$ cat src/rtl/alu_mul_sched_if.sv
// Handshake bundle between the EX stage / shared ALU and the multiply sequencer.
// The master side is the pipeline and ALU; the slave side is alu_mul_sched.
interface alu_mul_sched_if #(
    parameter int WIDTH = 32
);
    logic             ex_req;
    logic             mul_start;
    logic             mul_abort;
    logic [WIDTH-1:0] mul_a;
    logic [WIDTH-1:0] mul_b;
    logic [WIDTH-1:0] alu_f;
    logic             sel_mul;
    logic [WIDTH-1:0] alu_a;
    logic [WIDTH-1:0] alu_b;
    logic [5:0]       alu_op;
    logic             ex_stall;
    logic             mul_busy;
    logic             mul_done;
    logic [WIDTH-1:0] mul_result;

    modport master (
        output ex_req, mul_start, mul_abort, mul_a, mul_b, alu_f,
        input  sel_mul, alu_a, alu_b, alu_op, ex_stall, mul_busy, mul_done, mul_result
    );

    modport slave (
        input  ex_req, mul_start, mul_abort, mul_a, mul_b, alu_f,
        output sel_mul, alu_a, alu_b, alu_op, ex_stall, mul_busy, mul_done, mul_result
    );
endinterface

$ cat src/rtl/alu_mul_sched.sv
// Shift-and-add low-word multiplier sharing the EX-stage ALU, with EX priority
// and a starvation guard that forces a grant after MAX_STALL denied cycles.
module alu_mul_sched #(
    parameter int          WIDTH     = 32,
    parameter int          MAX_STALL = 4,
    parameter logic [5:0]  ADD_OP    = 6'h20
) (
    input logic            clk,
    input logic            rst,
    alu_mul_sched_if.slave bus
);
    localparam int CW = $clog2(WIDTH);
    localparam int SW = $clog2(MAX_STALL + 1);

    typedef enum logic [1:0] {
        IDLE,
        RUN,
        DONE
    } state_t;

    state_t           state;
    logic [WIDTH-1:0] acc;
    logic [WIDTH-1:0] mcand;
    logic [WIDTH-1:0] mplr;
    logic [CW-1:0]    cnt;
    logic [SW-1:0]    wait_cnt;
    logic [WIDTH-1:0] mul_result;
    logic             mul_done;
    logic             mul_busy;

    logic need;
    logic force_grant;
    logic grant;
    logic advance;
    logic last_iter;

    // Grant decode depends only on registered state and ex_req, never on alu_f.
    always_comb begin
        need        = mplr[0];
        force_grant = (wait_cnt >= SW'(MAX_STALL));
        grant       = (state == RUN) && need && (!bus.ex_req || force_grant);
        advance     = (state == RUN) && (!need || grant);
        last_iter   = (mplr[WIDTH-1:1] == '0) || (cnt == CW'(WIDTH - 1));
    end

    assign bus.sel_mul    = grant;
    assign bus.ex_stall   = (state == RUN) && need && bus.ex_req && force_grant;
    assign bus.alu_a      = grant ? acc   : '0;
    assign bus.alu_b      = grant ? mcand : '0;
    assign bus.alu_op     = grant ? ADD_OP : '0;
    assign bus.mul_done   = mul_done;
    assign bus.mul_busy   = mul_busy;
    assign bus.mul_result = mul_result;

    always_ff @(posedge clk) begin
        if (rst) begin
            state      <= IDLE;
            acc        <= '0;
            mcand      <= '0;
            mplr       <= '0;
            cnt        <= '0;
            wait_cnt   <= '0;
            mul_result <= '0;
            mul_done   <= 1'b0;
            mul_busy   <= 1'b0;
        end else begin
            case (state)
                IDLE: begin
                    mul_done <= 1'b0;
                    if (bus.mul_start) begin
                        acc      <= '0;
                        mcand    <= bus.mul_a;
                        mplr     <= bus.mul_b;
                        cnt      <= '0;
                        wait_cnt <= '0;
                        mul_busy <= 1'b1;
                        if (bus.mul_b == '0) begin
                            state      <= DONE;
                            mul_result <= '0;
                            mul_done   <= 1'b1;
                        end else begin
                            state <= RUN;
                        end
                    end
                end

                RUN: begin
                    if (bus.mul_abort) begin
                        state    <= IDLE;
                        mul_busy <= 1'b0;
                    end else if (advance) begin
                        mcand <= mcand << 1;
                        mplr  <= mplr >> 1;
                        cnt   <= cnt + CW'(1);
                        if (need) begin
                            acc      <= bus.alu_f;
                            wait_cnt <= '0;
                        end
                        // Result is captured on the final iteration so DONE can present it.
                        if (last_iter) begin
                            state      <= DONE;
                            mul_done   <= 1'b1;
                            mul_result <= need ? bus.alu_f : acc;
                        end
                    end else if (wait_cnt != SW'(MAX_STALL)) begin
                        wait_cnt <= wait_cnt + SW'(1);
                    end
                end

                DONE: begin
                    state    <= IDLE;
                    mul_done <= 1'b0;
                    mul_busy <= 1'b0;
                end

                default: begin
                    state    <= IDLE;
                    mul_done <= 1'b0;
                    mul_busy <= 1'b0;
                end
            endcase
        end
    end
endmodule

$ cat src/flat_wrapper.sv
// flat-port wrapper written by rule: the top's interface ports become plain ports
module alu_mul_sched_flat 
#(
    parameter int          WIDTH     = 32,
    parameter int          MAX_STALL = 4,
    parameter logic [5:0]  ADD_OP    = 6'h20
)
  (clk, rst, bus_ex_req, bus_mul_start, bus_mul_abort, bus_mul_a, bus_mul_b, bus_alu_f, bus_sel_mul, bus_alu_a, bus_alu_b, bus_alu_op, bus_ex_stall, bus_mul_busy, bus_mul_done, bus_mul_result);
  alu_mul_sched_if #(.WIDTH(WIDTH)) bus_i ();
  input logic clk;
  input logic rst;
  input wire logic [$bits(bus_i.ex_req)-1:0] bus_ex_req;
  input wire logic [$bits(bus_i.mul_start)-1:0] bus_mul_start;
  input wire logic [$bits(bus_i.mul_abort)-1:0] bus_mul_abort;
  input wire logic [$bits(bus_i.mul_a)-1:0] bus_mul_a;
  input wire logic [$bits(bus_i.mul_b)-1:0] bus_mul_b;
  input wire logic [$bits(bus_i.alu_f)-1:0] bus_alu_f;
  output wire logic [$bits(bus_i.sel_mul)-1:0] bus_sel_mul;
  output wire logic [$bits(bus_i.alu_a)-1:0] bus_alu_a;
  output wire logic [$bits(bus_i.alu_b)-1:0] bus_alu_b;
  output wire logic [$bits(bus_i.alu_op)-1:0] bus_alu_op;
  output wire logic [$bits(bus_i.ex_stall)-1:0] bus_ex_stall;
  output wire logic [$bits(bus_i.mul_busy)-1:0] bus_mul_busy;
  output wire logic [$bits(bus_i.mul_done)-1:0] bus_mul_done;
  output wire logic [$bits(bus_i.mul_result)-1:0] bus_mul_result;
  assign bus_i.ex_req = bus_ex_req;
  assign bus_i.mul_start = bus_mul_start;
  assign bus_i.mul_abort = bus_mul_abort;
  assign bus_i.mul_a = bus_mul_a;
  assign bus_i.mul_b = bus_mul_b;
  assign bus_i.alu_f = bus_alu_f;
  assign bus_sel_mul = bus_i.sel_mul;
  assign bus_alu_a = bus_i.alu_a;
  assign bus_alu_b = bus_i.alu_b;
  assign bus_alu_op = bus_i.alu_op;
  assign bus_ex_stall = bus_i.ex_stall;
  assign bus_mul_busy = bus_i.mul_busy;
  assign bus_mul_done = bus_i.mul_done;
  assign bus_mul_result = bus_i.mul_result;
  alu_mul_sched #(.WIDTH(WIDTH), .MAX_STALL(MAX_STALL), .ADD_OP(ADD_OP)) u_core (.clk(clk), .rst(rst), .bus(bus_i));
endmodule
$ cat config.mk
export PLATFORM = sky130hd
export DESIGN_NAME = alu_mul_sched_flat
export DESIGN_NICKNAME = d
export VERILOG_FILES = /design/src/rtl/alu_mul_sched_if.sv /design/src/rtl/alu_mul_sched.sv /design/src/flat_wrapper.sv
export SDC_FILE = /design/constraint.sdc
export NUM_CORES = 1
export LEC_CHECK = 0
export ABC_AREA = 1
export CORE_UTILIZATION = 28
export CTS_BUF_LIST = sky130_fd_sc_hd__clkbuf_16
export DETAILED_ROUTE_END_ITERATION = 6
export SETUP_SLACK_MARGIN = 0.4
export SLEW_MARGIN = 20
export SYNTH_ARGS = -nofsm -noshare
export SYNTH_HDL_FRONTEND = slang
export SYNTH_SLANG_ARGS = --single-unit
export TNS_END_PERCENT = 10
$ cat constraint.sdc
create_clock -name clk -period 1.4 [get_ports clk]
set_input_delay 0.14 -clock clk [delete_from_list [all_inputs] [get_ports clk]]
set_output_delay 0.14 -clock clk [all_outputs]
set_load 0.05 [all_outputs]
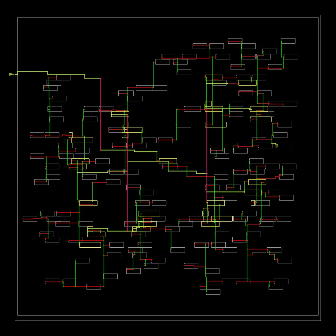
**Above:** clock routing.
clk pwr: 0.00514 W
Flops: 140
total CTS buffers: 17
clk_buf instances: 17
Clock Sinks: 140

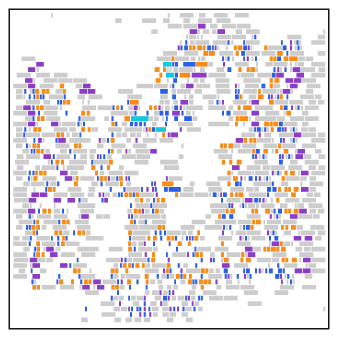
**Above:** selected gate families.
Scale: 2 px per um.
adder and majority cells -> cyan  # cells 4, most used ha_1, where top center
inverting AOI/OAI gates -> orange  # cells 236, most used a31oi_1, where all over the die
NOR gates -> purple  # cells 149, most used nor2_1, where all over the die
NAND gates -> blue  # cells 269, most used nand2_1, where all over the die

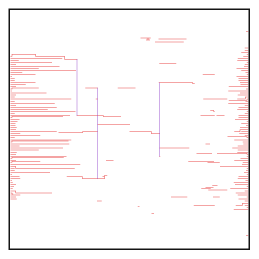
**Above:** wiring by layer.
Scale: 1.5 px per um. Only two layers are drawn.
metal 4 -> purple  # wire length 147 um
metal 3 -> red  # wire length 1970 um

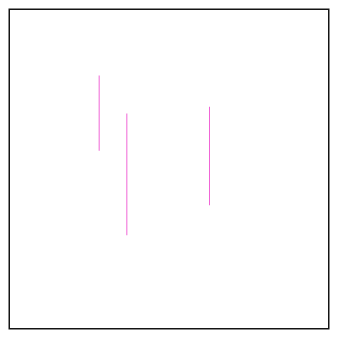
**Above:** the metal 4 layer.
Scale: 2 px per um.
share of all routed wire = 0.67%
main direction = vertical
longest straight run = 60.5 um
wire length on this layer = 147 um

==> ci_impl_report.md <==
## Synthesis and layout report

| Metric | Value |
|---|---|
| And-or/or-and share of the synthesized area | `0.198` |
| Largest net degree at the start of global routing | `69` |
| CP Buf/Inv Count | `4` |
| Top class by area | `non-clock buffers` |
| Count leader, synth | `nand2_1` |
| Inverters, non-clock | `151` |
| Tot Pwr | `0.0138 W` |
| Comb area leader | `simple AND/OR/NAND/NOR gates` |
| Number of global-route vias before repair | `7043` |
| Combinational share of power | `0.279` |
| Ys Warns | `0` |
| Worst Skew | `0.0128 ns` |
| Synth cell count leaders | `nand2_1, nor2_1, inv_1` |
| # fillers | `2324` |
| Most common cell on crit path | `buf_12` |
| Clock latency on the worst-skew pair | `0.42 ns` |
| HPWL Detailed | `15.2 mm` |
| Yosys chip area | `6900 um^2` |
| Fraction of area in registers | `0.231` |
| Ys cells | `1032` |
| Non-Filler Instances | `1629` |
| Max-cap violation count | `0` |
| Post-synth area hogs | `dfxtp_1, nand2_1, nor2_1` |
| Die footprint | `25300 um^2` |
| Multi-input logic cell count | `664` |
| Tcrit/Tclk final | `1.27` |
| Met2 Usage GRT | `0.287` |
| Final setup vio count | `195` |
| Placed insts | `1591` |
| Die X | `159 um` |
| First-pass GRT wire length | `35.9 mm` |
| Critical Path, Cell by Cell | `inv_2, nand2_4, nor2_4, o21ai_4, buf_12, buf_12, nor2_4, buf_12` |
| CP Capture Type | `primary output` |
| Netlist cell types | `32` |
| DRT antenna net count | `0` |
| RSZ-0062 raised after global routing | `yes` |
| Top Layer Used | `met4` |
| Failing checks | `setup timing` |
| Leak pwr | `4.86 nW` |
| Final worst slack | `-0.384 ns` |
| Xor and xnor fraction of the mapped netlist area | `0.00127` |
| Hold-fix buffer count after cts | `0` |
| Layout clock area frac | `0.0546` |
| Maximum fanout along the worst path | `9` |
| Crit path depth | `8` |
| R2R setup slack | `-0.16 ns` |
| Clock power share | `0.372` |
| Crit Reg-Reg Endpoint | `u_core.bus.mul_result[30]` |
| Buffer share of cell area | `0.326` |
| P_int | `0.00947 W` |
| M1 wire length | `9.82 mm` |
| GRT Util Overall | `0.175` |
| Post-CTS Setup Bufs | `5` |
| Hold Crit Depth | `3` |
| Critical Path Sink | `bus_alu_b[5]` |
| Logic share of the area | `0.308` |
| DRT Wirelength | `21.8 mm` |
| Area leader, netlist | `dfxtp_1` |
| CTS max path bufs | `2` |
| MUX share of area | `0` |
| Tool warning count | `31` |
| Async SR Flop Fraction | `0` |
| Diodes inserted | `0` |
| Instance count of the mapped netlist | `1032` |
| Critical Path Source Type | `flip-flop` |
| Slew Limit Fails | `0` |
| Vias per cell | `4.54` |
| Flop area | `2820 um^2` |
| Fin crit period | `1.78 ns` |
| Worst r2r src | `u_core.cnt[0]` |
| Design area | `12200 um^2` |
| Switching share of power | `0.315` |
| Sequential share of power | `0.349` |
| Routed wire per std cell | `13.4 um` |
| Pwr/cell area | `1130 nW/um^2` |
| Synth flops | `140` |
| Routed met2 length | `9.86 mm` |
| Init Core Util | `0.285` |
| Post-CTS sizing | `101` |
| Final nets | `1398` |
| Top FF cell, synth | `dfxtp_1` |
| Met3 usage | `0.0649` |
| Number of synthesized flops with an enable pin | `0` |
| Layout cells sized above 1 | `0.283` |
| GR Util met1 | `0.216` |
| CP Class | `flip-flop to primary output` |
| Critical hold path startpoint | `bus_mul_a[10]` |
| DR vias | `7392` |
| HP Class | `input pin to flip-flop` |
| Combinational power | `0.00386 W` |
| Largest Pwr Group | `clock` |
| Htree depth | `4` |
| Required @ worst endpoint | `1.26 ns` |
| Most common logic cells in the final layout | `nand2_1, inv_1, dfxtp_1` |
| Seq share, synth | `0.406` |
| Critical path arrival | `1.64 ns` |
| Pre-CTS setup slack | `-0.764 ns` |
| Seq power | `0.00483 W` |
| Cell family with most CP delay | `buffers and inverters` |
| Worst setup path start | `u_core.state[1]` |
| Post-Syn Area | `6900 um^2` |
| Clock-pin slew on the worst setup and hold paths | `0.06 ns` |
| Non-clock buffers | `319` |
| Synth Area in Adders | `0.00725` |
| I/O Pins | `207` |
| Hold Fails Final Rpt | `0` |
| Root Driver | `clkbuf_16` |
| R2R depth | `10` |
| Post-route setup TNS | `-35.52 ns` |
| DP Area | `11200 um^2` |
| Drt initial violations | `321` |
| # Taps | `324` |
| Slowest cell on crit path | `dfxtp_2` |
| Row count | `57` |
| Worst vdd ir | `0.000671 V` |
| Drc violations | `0` |
| Area growth, synth to finish | `76.9%` |
| Average cell area after synthesis | `6.69 um^2` |
| Commonest Layout Cell | `nand2_1` |
| Simple Share, Synth | `0.247` |
| Grt total ovfl | `0` |
| Status | `finished with violations` |
| Die Ht | `159 um` |
| Buffers added on ports | `201` |
| Hold WS | `0.293 ns` |
| Met3 Routed Length | `1.97 mm` |
| Final Util | `0.504` |
| F_max | `0.560 GHz` |
Power and IR drop assume default switching activity.
